[src/rtl/usb_task_scheduler.sv]
// Round-robin scheduler sharing one read/write task FSM between two requesters,
// with bounded retry after failed attempts and a registered response path.
module usb_task_scheduler #(
    parameter int unsigned MAX_RETRY = 3,
    parameter int unsigned RETRY_GAP = 4
) (
    input  logic         clk,
    input  logic         rst,
    input  logic [1:0]   req_valid,
    input  logic [1:0]   req_write,
    input  logic [31:0]  req_mempage,
    input  logic [127:0] req_wdata,
    output logic [1:0]   req_ack,
    output logic [1:0]   resp_valid,
    output logic         resp_ok,
    output logic [63:0]  resp_rdata,
    output logic         task_avail,
    output logic [1:0]   id,
    output logic [15:0]  mempage,
    output logic [63:0]  data_in,
    input  logic         task_taken,
    input  logic         success_out,
    input  logic [63:0]  data_out,
    output logic [7:0]   fail_count,
    output logic         busy
);

    localparam int unsigned RetryW = (MAX_RETRY > 0) ? $clog2(MAX_RETRY + 1) : 1;
    localparam int unsigned GapW   = (RETRY_GAP > 1) ? $clog2(RETRY_GAP) : 1;
    localparam logic [RetryW-1:0] MaxRetry = RetryW'(MAX_RETRY);
    // Gap counter runs RETRY_GAP-1 down to 0, giving RETRY_GAP idle cycles
    localparam logic [GapW-1:0]   GapLoad  = GapW'(RETRY_GAP - 1);

    typedef enum logic [1:0] {StIdle, StIssue, StGap, StResp} state_e;

    state_e            state_q, state_d;
    logic              rr_ptr_q, rr_ptr_d;
    logic              owner_q, owner_d;
    logic              write_q, write_d;
    logic [RetryW-1:0] retry_q, retry_d;
    logic [GapW-1:0]   gap_q, gap_d;
    logic [1:0]        req_ack_q, req_ack_d;
    logic [1:0]        resp_valid_q, resp_valid_d;
    logic              resp_ok_q, resp_ok_d;
    logic [63:0]       resp_rdata_q, resp_rdata_d;
    logic              task_avail_q, task_avail_d;
    logic [1:0]        id_q, id_d;
    logic [15:0]       mempage_q, mempage_d;
    logic [63:0]       data_in_q, data_in_d;
    logic [7:0]        fail_count_q, fail_count_d;
    logic              busy_q, busy_d;
    logic              gnt;

    always_comb begin
        state_d      = state_q;
        rr_ptr_d     = rr_ptr_q;
        owner_d      = owner_q;
        write_d      = write_q;
        retry_d      = retry_q;
        gap_d        = gap_q;
        req_ack_d    = 2'b00;
        resp_valid_d = 2'b00;
        resp_ok_d    = 1'b0;
        resp_rdata_d = 64'd0;
        task_avail_d = task_avail_q;
        id_d         = id_q;
        mempage_d    = mempage_q;
        data_in_d    = data_in_q;
        fail_count_d = fail_count_q;
        gnt          = 1'b0;

        unique case (state_q)
            StIdle: begin
                if (|req_valid) begin
                    // req1 wins when alone, or when both request and it holds the pointer
                    gnt            = req_valid[1] & (~req_valid[0] | rr_ptr_q);
                    rr_ptr_d       = ~gnt;
                    owner_d        = gnt;
                    write_d        = req_write[gnt];
                    retry_d        = '0;
                    req_ack_d[gnt] = 1'b1;
                    mempage_d      = gnt ? req_mempage[31:16] : req_mempage[15:0];
                    data_in_d      = gnt ? req_wdata[127:64] : req_wdata[63:0];
                    task_avail_d   = 1'b1;
                    id_d           = req_write[gnt] ? 2'b10 : 2'b01;
                    state_d        = StIssue;
                end
            end
            StIssue: begin
                if (task_taken) begin
                    task_avail_d = 1'b0;
                    id_d         = 2'b00;
                    if (success_out) begin
                        resp_valid_d[owner_q] = 1'b1;
                        resp_ok_d             = 1'b1;
                        resp_rdata_d          = write_q ? 64'd0 : data_out;
                        state_d               = StResp;
                    end else begin
                        if (fail_count_q != 8'hFF) begin
                            fail_count_d = fail_count_q + 8'd1;
                        end
                        if (retry_q < MaxRetry) begin
                            retry_d = retry_q + 1'b1;
                            gap_d   = GapLoad;
                            state_d = StGap;
                        end else begin
                            resp_valid_d[owner_q] = 1'b1;
                            state_d               = StResp;
                        end
                    end
                end
            end
            StGap: begin
                if (gap_q == '0) begin
                    task_avail_d = 1'b1;
                    id_d         = write_q ? 2'b10 : 2'b01;
                    state_d      = StIssue;
                end else begin
                    gap_d = gap_q - 1'b1;
                end
            end
            StResp: begin
                state_d = StIdle;
            end
            default: state_d = StIdle;
        endcase

        busy_d = (state_d != StIdle);
    end

    always_ff @(posedge clk or posedge rst) begin
        if (rst) begin
            state_q      <= StIdle;
            rr_ptr_q     <= 1'b0;
            owner_q      <= 1'b0;
            write_q      <= 1'b0;
            retry_q      <= '0;
            gap_q        <= '0;
            req_ack_q    <= 2'b00;
            resp_valid_q <= 2'b00;
            resp_ok_q    <= 1'b0;
            resp_rdata_q <= 64'd0;
            task_avail_q <= 1'b0;
            id_q         <= 2'b00;
            mempage_q    <= 16'd0;
            data_in_q    <= 64'd0;
            fail_count_q <= 8'd0;
            busy_q       <= 1'b0;
        end else begin
            state_q      <= state_d;
            rr_ptr_q     <= rr_ptr_d;
            owner_q      <= owner_d;
            write_q      <= write_d;
            retry_q      <= retry_d;
            gap_q        <= gap_d;
            req_ack_q    <= req_ack_d;
            resp_valid_q <= resp_valid_d;
            resp_ok_q    <= resp_ok_d;
            resp_rdata_q <= resp_rdata_d;
            task_avail_q <= task_avail_d;
            id_q         <= id_d;
            mempage_q    <= mempage_d;
            data_in_q    <= data_in_d;
            fail_count_q <= fail_count_d;
            busy_q       <= busy_d;
        end
    end

    assign req_ack    = req_ack_q;
    assign resp_valid = resp_valid_q;
    assign resp_ok    = resp_ok_q;
    assign resp_rdata = resp_rdata_q;
    assign task_avail = task_avail_q;
    assign id         = id_q;
    assign mempage    = mempage_q;
    assign data_in    = data_in_q;
    assign fail_count = fail_count_q;
    assign busy       = busy_q;

endmodule

[config.mk]
export PLATFORM = sky130hd
export DESIGN_NAME = usb_task_scheduler
export DESIGN_NICKNAME = d
export VERILOG_FILES = /design/src/rtl/usb_task_scheduler.sv
export SDC_FILE = /design/constraint.sdc
export NUM_CORES = 1
export LEC_CHECK = 0
export CORE_MARGIN = 5
export CORE_UTILIZATION = 34
export DETAILED_ROUTE_END_ITERATION = 16
export PLACE_DENSITY_LB_ADDON = 0.3
export SLEW_MARGIN = 20
export SYNTH_ARGS = -nofsm -noshare
export SYNTH_HDL_FRONTEND = slang
export SYNTH_SLANG_ARGS = --single-unit
[constraint.sdc]
create_clock -name clk -period 4.6 [get_ports clk]
set_input_delay 0.46 -clock clk [delete_from_list [all_inputs] [get_ports clk]]
set_output_delay 0.46 -clock clk [all_outputs]
set_load 0.05 [all_outputs]
==> metrics.yaml, run 1 <==
synthesis:
  synth.largest_area_cell: "dfrtp_1"
  synthAoiAreaFrac_pct: 21.8
  simple_gate_share_pct: 9.77
  ys_warn_count: 0
  syn_nets: 771
  syn_area_sq_um: 6790
  adder_share_pct: 1.29
  ys_types: 41
  async_flop_share_pct: 100
  top_cell_area_share_pct: 62.7
  ys_sh_mux_pct: 1.55
  top_logic_kind: "AND-OR/OR-AND gates"
  avgSynthCellArea_sq_um: 12.8
  synth.cells.most_frequent: "dfrtp_1, a21o_1, a22o_1"
  edf_count: 0
  synth_flops: 170
  synth.area.top_cells: "dfrtp_1, a22o_1, a21o_1, and2_1, clkbuf_1"
  yosysMostFrequentCell: "dfrtp_1"
  ff_type: "dfrtp_1"
die:
  chipArea_sq_um: 22900
  core_area_sq_um: 19500
  rows: 51
  initial_core_util_pct: 34.7
  dieHeight_um: 151
  fp.dieW_um: 151
clock_tree:
  ctsResizeCount: 0
  clk_pin_slew_ns: 0.07
  postCtsSetupRepairBufs: 0
  clk_path_buf_depth: 2
  clock-sinks: 170
  worstSkewPairLatency_ns: 0.43
placement:
  placed_cell_area_sq_um: 11000
  hpwlAfterDp_um: 17300
  place.gp.congestion: 0.795
  pre_cts_ws_ns: 1.71
  dp.cells: 1161
power_and_ir_drop:
  leakagePower_nw: 5.53
  vdd_drop_max_mv: 0.410
  p_int_mw: 4.43
  p_switching_mw: 3.49
  pwr-share-comb_pct: 51.7
  power.share.clock_pct: 19.6
  p_comb_mw: 4.09
  top_power_group: "combinational logic"
  total_power_mw: 7.92
cells_and_area:
  diodes: 0
  lay_top_count: "clkdlybuf4s50_1"
  layout.area.comb_sq_um: 2380
  final_area_sq_um: 11600
  finalNetCount: 1154
  area_delta_synth_final_pct: 71.4
  nFillCells: 1604
  final_cell_mix: "clkdlybuf4s50_1, dfrtp_1, a22o_1, a21o_1, and2_1"
  drive_gt1_share_pct: 5.50
detailed_routing:
  wl_met1_um: 9040
  wl_met2_um: 12400
  drt_iter0_drc: 253
  vias: 5767
  post-route-drc-count: 0
  antenna_left: 0
  wire_per_inst_um: 20.0
sta:
  fmaxAchievable_ghz: 0.357
  fin_ws_ns: 1.80
  slew_violations: 0
  min_period_ns: 2.80
  fin_skew_ns: 0.00990
  tightest_slew_ns: 1.00
  grt_setup_unrepaired: "no"
  hold_ws_ns: 0.473
  final.setup.tns_ns: 0
worst_setup_path:
  crit_end: "data_in[26]"
  ff2ff_path_depth: 7
  rr_startpoint: "state_q[0]"
  rrSetupSlack_ns: 1.80
  worstPathMaxFanout: 35
  path_common_cell: "inv_1"
  r2r_end: "data_in[26]"
  cp.required_ns: 4.97
  crit_slowest_cell: "a211oi_4"
  setup.worst_path.start_class: "register"
  max_stage_delay_ns: 0.85
  crit_path_end_kind: "register"
global_route:
  antenna_found_initial: 0
  grt_max_degree: 171
  grt_pass1_vias: 6053
  grt_pass1_wl_um: 35000
  grt_remaining_overflow: 0
hold_path:
  min_path_type: "register to register"
  whs_path_depth: 1
  worstHoldStart: "owner_q"
run_status:
  status: "finished clean"
flow_run:
  log.warning_count: 31
## run 1: metal layers
layer / vias up / GRT usage (%)
met5: - / 0
met4: 0 / 6.80
met3: 33 / 6.46
met2: 221 / 34.8
met1: 2852 / 23.6
li1: 2661 / -
## run 1: critical path: cells and delay by family, from the launching register on
family                     cells  cell delay [ns]
AOI/OAI and AO/OA              3             1.15
adders and majority gates      1             0.30
DFF                            1             0.43
buffers and inverters          3             0.83
## run 1: area by class of cell
cell class,instances,area share (%)
Sequential cell,170,36.6
Timing Repair Buffer,398,34.3
Multi-Input combinational cell,320,20.5
Clock buffer,17,3.66
Tap cell,265,2.85
Clock inverter,15,1.76
Inverter,8,0.291
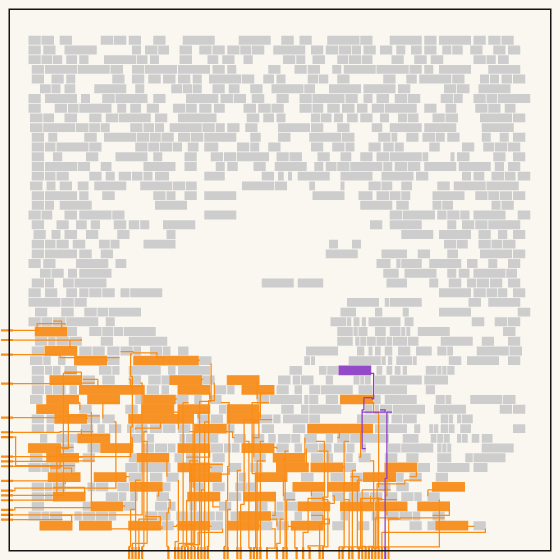
Run 1: port wiring
port	color	bits	direction	edge	end cells	buffers	wire
`task_avail`	purple	1	output	bottom	1	1	75.4 um
`resp_rdata`	orange	64	output	47 bottom, 17 left	64	64	2,180 um
# IOs: 393
I/O Buffers: 392

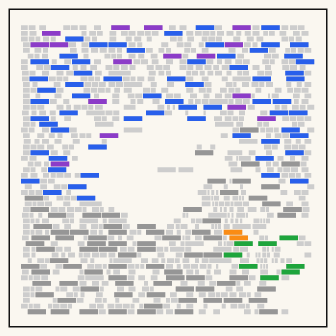
Run 1: where the registers sit
Other sequential cells in the stronger gray, the rest of the logic in the fainter gray.
name in the netlist	color	flops
`gap_q`	orange	2
`data_in`	blue	64
`mempage`	purple	16
`fail_count`	green	8
not colored	80
Seq. pwr: 2.28 mW
final core utilization: 59.5%
Seq area share: 36.6%
Sequential Area: 4250 sq um

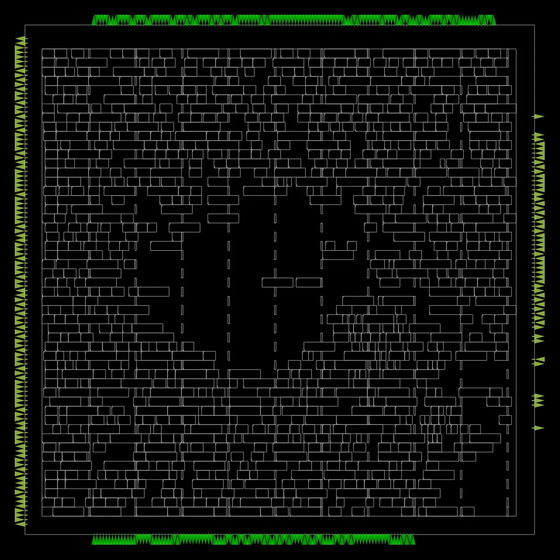
Run 1: placement view
post-route insts no fill: 1,193
seq_cells: 170
tap cells: 265

==> run 1 -> run 2 <==
Settings changed: CORE_AREA set to 5 5 148 150, CORE_MARGIN 5 to unset, CORE_UTILIZATION 34 to unset, DIE_AREA set to 0 0 153 155.
Clock period 4.6 ns to 2.8 ns, I/O delays scaled along.
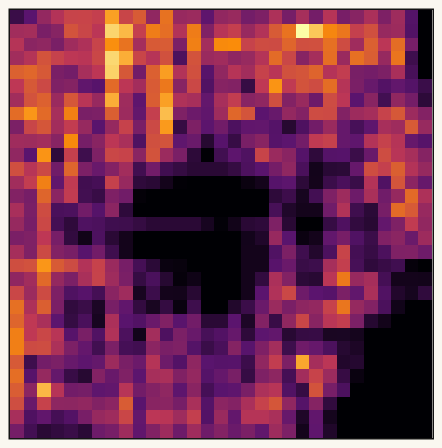
Run 2: wiring heat map
31 x 31 tiles, from black (low) to pale yellow (high), scaled to the fullest tile. Values are wire area over tile area, all layers added.
fullest tile	0.52
nearly empty tiles	12%
mean over tiles	0.16
tiles over half the peak	20%
densest ninth of the die	top left
gr usage total: 19.6%
DR WL/cell: 19.5 um
WL final: 23,700 um
DR vias: 5,843

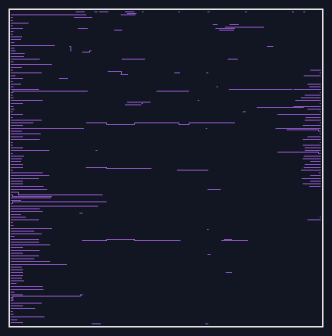
Run 2: M3 wires
longest straight run	46.0 um
wire length on this layer	1,860 um
M3 GR Usage: 7.62%

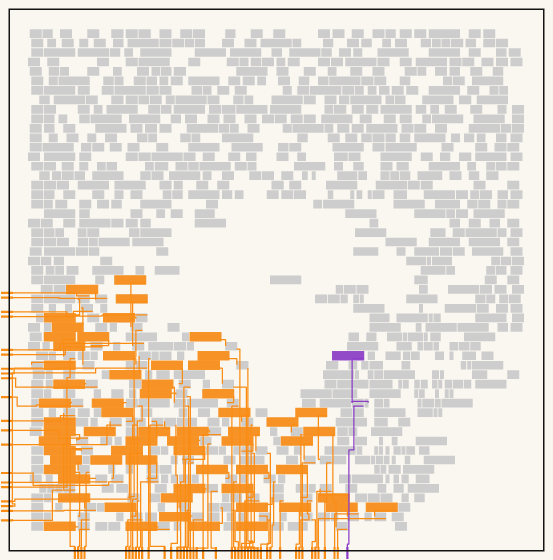
Run 2: port wiring
port	color	bits	direction	edge	end cells	buffers	wire
`task_avail`	purple	1	output	bottom	1	1	66.7 um
`resp_rdata`	orange	64	output	44 bottom, 20 left	64	64	2,300 um

==> metrics.yaml, run 2 <==
run_status:
  status: "finished clean"
global_route:
  grt_max_degree: 68
  grt_use_met2_pct: 34.2
  grt_pass1_wl_um: 35700
  grt_remaining_overflow: 0
  grt_pass1_vias: 6062
  antenna_found_initial: 1
  use_met1_pct: 22.0
placement:
  place.gp.congestion: 0.880
  dp.cells: 1181
  io_buffers: 392
  pre_cts_ws_ns: 0.620
  placed_cell_area_sq_um: 11200
clock_tree:
  clk_pin_slew_ns: 0.07
  clk_path_buf_depth: 2
  worstSkewPairLatency_ns: 0.43
  ctsResizeCount: 0
  postCtsSetupRepairBufs: 0
die:
  fp.dieW_um: 153
  dieHeight_um: 155
  chipArea_sq_um: 23700
  rows: 53
  ios: 393
power_and_ir_drop:
  p_int_mw: 7.10
  total_power_mw: 12.9
  p_comb_mw: 6.83
  pwr-share-comb_pct: 53.0
  power.share.clock_pct: 18.2
  vdd_drop_max_mv: 0.623
  leakagePower_nw: 5.58
  p_seq_mw: 3.71
  p_switching_mw: 5.79
  top_power_group: "combinational logic"
sta:
  fin_skew_ns: 0.0167
  fmaxAchievable_ghz: 0.471
  fin_ws_ns: 0.679
  tightest_slew_ns: 0.776
  hold_ws_ns: 0.336
  grt_setup_unrepaired: "no"
  min_period_ns: 2.12
detailed_routing:
  antenna_left: 0
  drt_iter0_drc: 275
  post-route-drc-count: 0
worst_setup_path:
  cp.depth: 6
  rr_startpoint: "state_q[0]"
  crit_family: "simple AND/OR/NAND/NOR gates"
  ff2ff_path_depth: 6
  crit_slowest_cell: "or4_1"
  r2r_end: "id[1]"
  rrSetupSlack_ns: 0.68
  cp.required_ns: 3.10
  crit_path_end_kind: "register"
  max_stage_delay_ns: 0.65
  crit_end: "id[1]"
synthesis:
  top_logic_kind: "AND-OR/OR-AND gates"
  top_cell_area_share_pct: 62.7
  avgSynthCellArea_sq_um: 12.8
  synth.largest_area_cell: "dfrtp_1"
  ys_sh_mux_pct: 1.55
  ys_types: 41
  async_flop_share_pct: 100
  synthAoiAreaFrac_pct: 21.8
  adder_share_pct: 1.29
  ys_warn_count: 0
  edf_count: 0
  synth.cells.most_frequent: "dfrtp_1, a21o_1, a22o_1"
  synth_flops: 170
  synth.area.top_cells: "dfrtp_1, a22o_1, a21o_1, and2_1, clkbuf_1"
cells_and_area:
  finalNetCount: 1164
  final_cell_mix: "clkdlybuf4s50_1, dfrtp_1, a22o_1, a21o_1, and2_1"
  area_delta_synth_final_pct: 73.3
  flop_area_sq_um: 4250
  final_cells: 1215
  fin_util_pct: 57.2
  drive_gt1_share_pct: 6.50
  nFillCells: 1761
  layout.area.comb_sq_um: 2380
hold_path:
  min_path_type: "input pin to async pin"
flow_run:
  log.warning_count: 29
## run 2: final cells by class
type                       count  area share (%)
antenna                        2          0.0426
multi-input combinational    320            20.3
sequential                   170            36.2
clock buffer                  17            3.62
tap                          275            2.93
clock inverter                15            1.44
timing repair buffer         408            35.2
inverter                       8           0.287
## run 2: metal layers
layer | up-vias | routed length [um] | part of all wire, %
met5 | - | 0 | 0
met4 | 0 | 634 | 2.7
met2 | 238 | 12300 | 52
met3 | 35 | 1860 | 7.8
li1 | 2689 | - | -
met1 | 2881 | 8920 | 38
## run 2: logic make-up after synthesis
family / count (synthesis)
muxes: 10
xor gates and xnor gates: 3
adders and majority gates: 7
and+or+nand+nor: 114
buffers and inverters: 42
AOI/OAI and AO/OA: 186
DFF: 170
==> run 2 -> run 3 <==
Settings changed: CORE_AREA 5 5 148 150 to unset, CORE_MARGIN set to 5, CORE_UTILIZATION set to 34, DIE_AREA 0 0 153 155 to unset.
Clock period 2.8 ns to 1.9 ns, I/O delays scaled along.
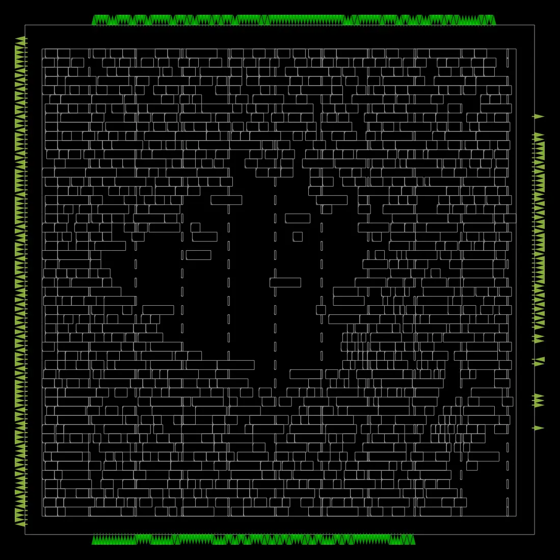
Run 3: placement view
FP Rows: 51
Core Box Area: 19,500 sq um
Fill cells: 1,588
Seq area share: 35.4%

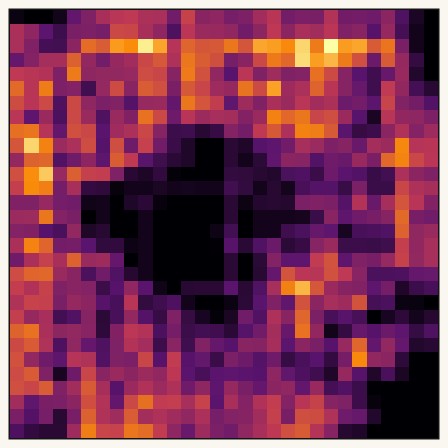
Run 3: wiring heat map
30 x 30 tiles, from black (low) to pale yellow (high), scaled to the fullest tile. Values are wire area over tile area, all layers added.
tiles over half the peak	20%
fullest tile	0.52
mean over tiles	0.17
gr usage total: 20.2%
DR vias: 5,868
WL final: 23,600 um

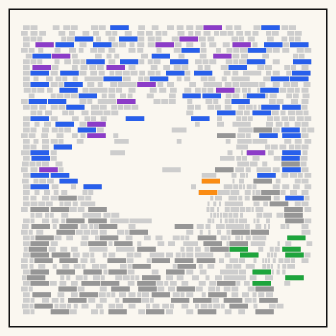
Run 3: where the registers sit
Other sequential cells in the stronger gray, the rest of the logic in the fainter gray.
Seq. pwr: 5.46 mW
final core utilization: 61.6%

==> metrics.yaml, run 3 <==
synthesis:
  synth_flops: 170
  ys_area_sq_um: 6790
  ys_types: 41
  yosysMostFrequentCell: "dfrtp_1"
  postSynthCellCount: 532
  synth.area.top_cells: "dfrtp_1, a22o_1, a21o_1, and2_1, clkbuf_1"
  edf_count: 0
  top_cell_area_share_pct: 62.7
  syn_area_sq_um: 6790
  avgSynthCellArea_sq_um: 12.8
  ys_warn_count: 0
  synth.cells.most_frequent: "dfrtp_1, a21o_1, a22o_1"
  async_flop_share_pct: 100
  syn_nets: 771
  ys_seq_share_pct: 62.7
  ys_cells: 532
  ff_type: "dfrtp_1"
  synth.largest_area_cell: "dfrtp_1"
sta:
  min_period_ns: 1.84
  final.setup.tns_ns: 0
  hold_violations: 0
  grt_setup_unrepaired: "yes"
  fin_ws_ns: 0.0593
  hold_ws_ns: 0.171
  slew_violations: 0
  maxSlewHeadroom_pct: 61.8
  tightest_slew_ns: 0.571
  fin_skew_ns: 0.00753
  finalClockPeriodUsage_pct: 96.9
  fmaxAchievable_ghz: 0.543
  setup_violations: 0
cells_and_area:
  num-nonclk-inverters: 8
  clkCellAreaFrac_pct: 5.17
  flop-count: 170
  flop_area_sq_um: 4250
  nonClkBufAreaFrac_pct: 36.6
  finalNetCount: 1191
  layout.area.comb_sq_um: 2390
  final_area_sq_um: 12000
  final_cells: 1230
  n_all_buffers: 435
  nClkBuffers: 17
  final_cell_mix: "clkdlybuf4s50_1, dfrtp_1, a22o_1, a21o_1, and2_1"
  diodes: 0
  nMultiInputCombCells: 320
  sh_comb_area_pct: 19.8
  drive_gt1_share_pct: 9.74
  lay_top_count: "clkdlybuf4s50_1"
  dominant_cells: "non-clock buffers"
  area_delta_synth_final_pct: 77.3
global_route:
  grt_pass1_vias: 6369
  grt_use_met2_pct: 35.1
  gr-max-usage-layer: "met2"
  grt_max_degree: 67
  use_met1_pct: 22.7
  grt_pass1_wl_um: 35200
  grt_use_met3_pct: 7.24
  antenna_found_initial: 0
  grt_remaining_overflow: 0
detailed_routing:
  drt_iter0_drc: 267
  antenna_left: 0
  routed-wl-met3_um: 2030
  wire_per_inst_um: 19.2
  post-route-drc-count: 0
  first_pass_iters: 4
  wl_met2_um: 12300
  highest_layer: "met4"
  wl_met1_um: 8570
  vias_per_cell: 4.77
worst_setup_path:
  crit_arrival_ns: 1.65
  crit_path_start: "data_in[26]"
  setup.worst_path.start_class: "register"
  cp_cell_sequence: "clkdlybuf4s50_1"
  rr_startpoint: "state_q[0]"
  worstPathMaxFanout: 2
  crit_family: "buffers and inverters"
  ff2ff_path_depth: 6
  path_buffers: 1
  crit_end: "data_in[26]"
  cp.depth: 1
  cp.required_ns: 1.71
  crit_slowest_cell: "clkdlybuf4s50_1"
  worst-setup-path-type: "register to output pin"
  crit_path_end_kind: "output pin"
  max_stage_delay_ns: 0.85
  rrSetupSlack_ns: 0.11
  r2r_end: "id[1]"
clock_tree:
  cts_made_buffers: 17
  cts-root-buf: "clkbuf_16"
  clk_path_buf_depth: 2
  ctsHtreeMaxLevel: 4
  worstSkewPairLatency_ns: 0.43
  cts_tree: "yes"
  clock-sinks: 170
  clk_pin_slew_ns: 0.07
power_and_ir_drop:
  powerClk_mw: 3.64
  total_power_mw: 19.4
  pwr-share-comb_pct: 53.1
  p_switching_mw: 8.49
  p_comb_mw: 10.3
  swShare_pct: 43.8
  power.share.clock_pct: 18.8
  vdd_drop_max_mv: 0.909
  leakagePower_nw: 5.80
  power-per-cell-area_nw_per_um2: 1610
  top_power_group: "combinational logic"
  power_frac_seq_pct: 28.2
  p_int_mw: 10.9
run_status:
  status: "finished clean"
flow_run:
  cap_violations: 0
  log.warning_count: 31
placement:
  place.gp.congestion: 0.814
  dp.cells: 1196
  hpwlAfterDp_um: 18100
  placed_cell_area_sq_um: 11400
  io_buffers: 392
  pre_cts_ws_ns: 0.0373
die:
  chipArea_sq_um: 22900
  dieHeight_um: 151
  nWellTaps: 265
  ios: 393
  initial_core_util_pct: 34.7
  fp.dieW_um: 151
hold_path:
  min_path_type: "input pin to async pin"
## run 3: netlist changes by cell type in the layout (fill, tap and decap cells not counted), moves of 4 or more
cell / change
buf_4: +27
clkdlybuf4s50_1: -12
buf_12: +4
dlygate4sd2_1: +4
## run 3: cell families (layout without fill, tap and decap cells)
| family | after synthesis | count (layout) | synth area share, % |
|---|---|---|---|
| compound gates | 186 | 186 | 21.8 |
| flops | 170 | 170 | 62.7 |
| simple gates | 114 | 114 | 9.77 |
| buf+inv | 42 | 475 | 2.51 |
| mux | 10 | 10 | 1.55 |
| fa+ha+maj | 7 | 7 | 1.29 |
| xor+xnor | 3 | 3 | 0.387 |
## run 3: repair_timing
action,in CTS,in global routing
endpoints found under the setup margin,4,34
setup buffers,0,1
pin swaps,0,1
cloned,0,1
gates resized,4,4
hold buffers,0,0
Power is estimated from default activity; no workload was simulated.
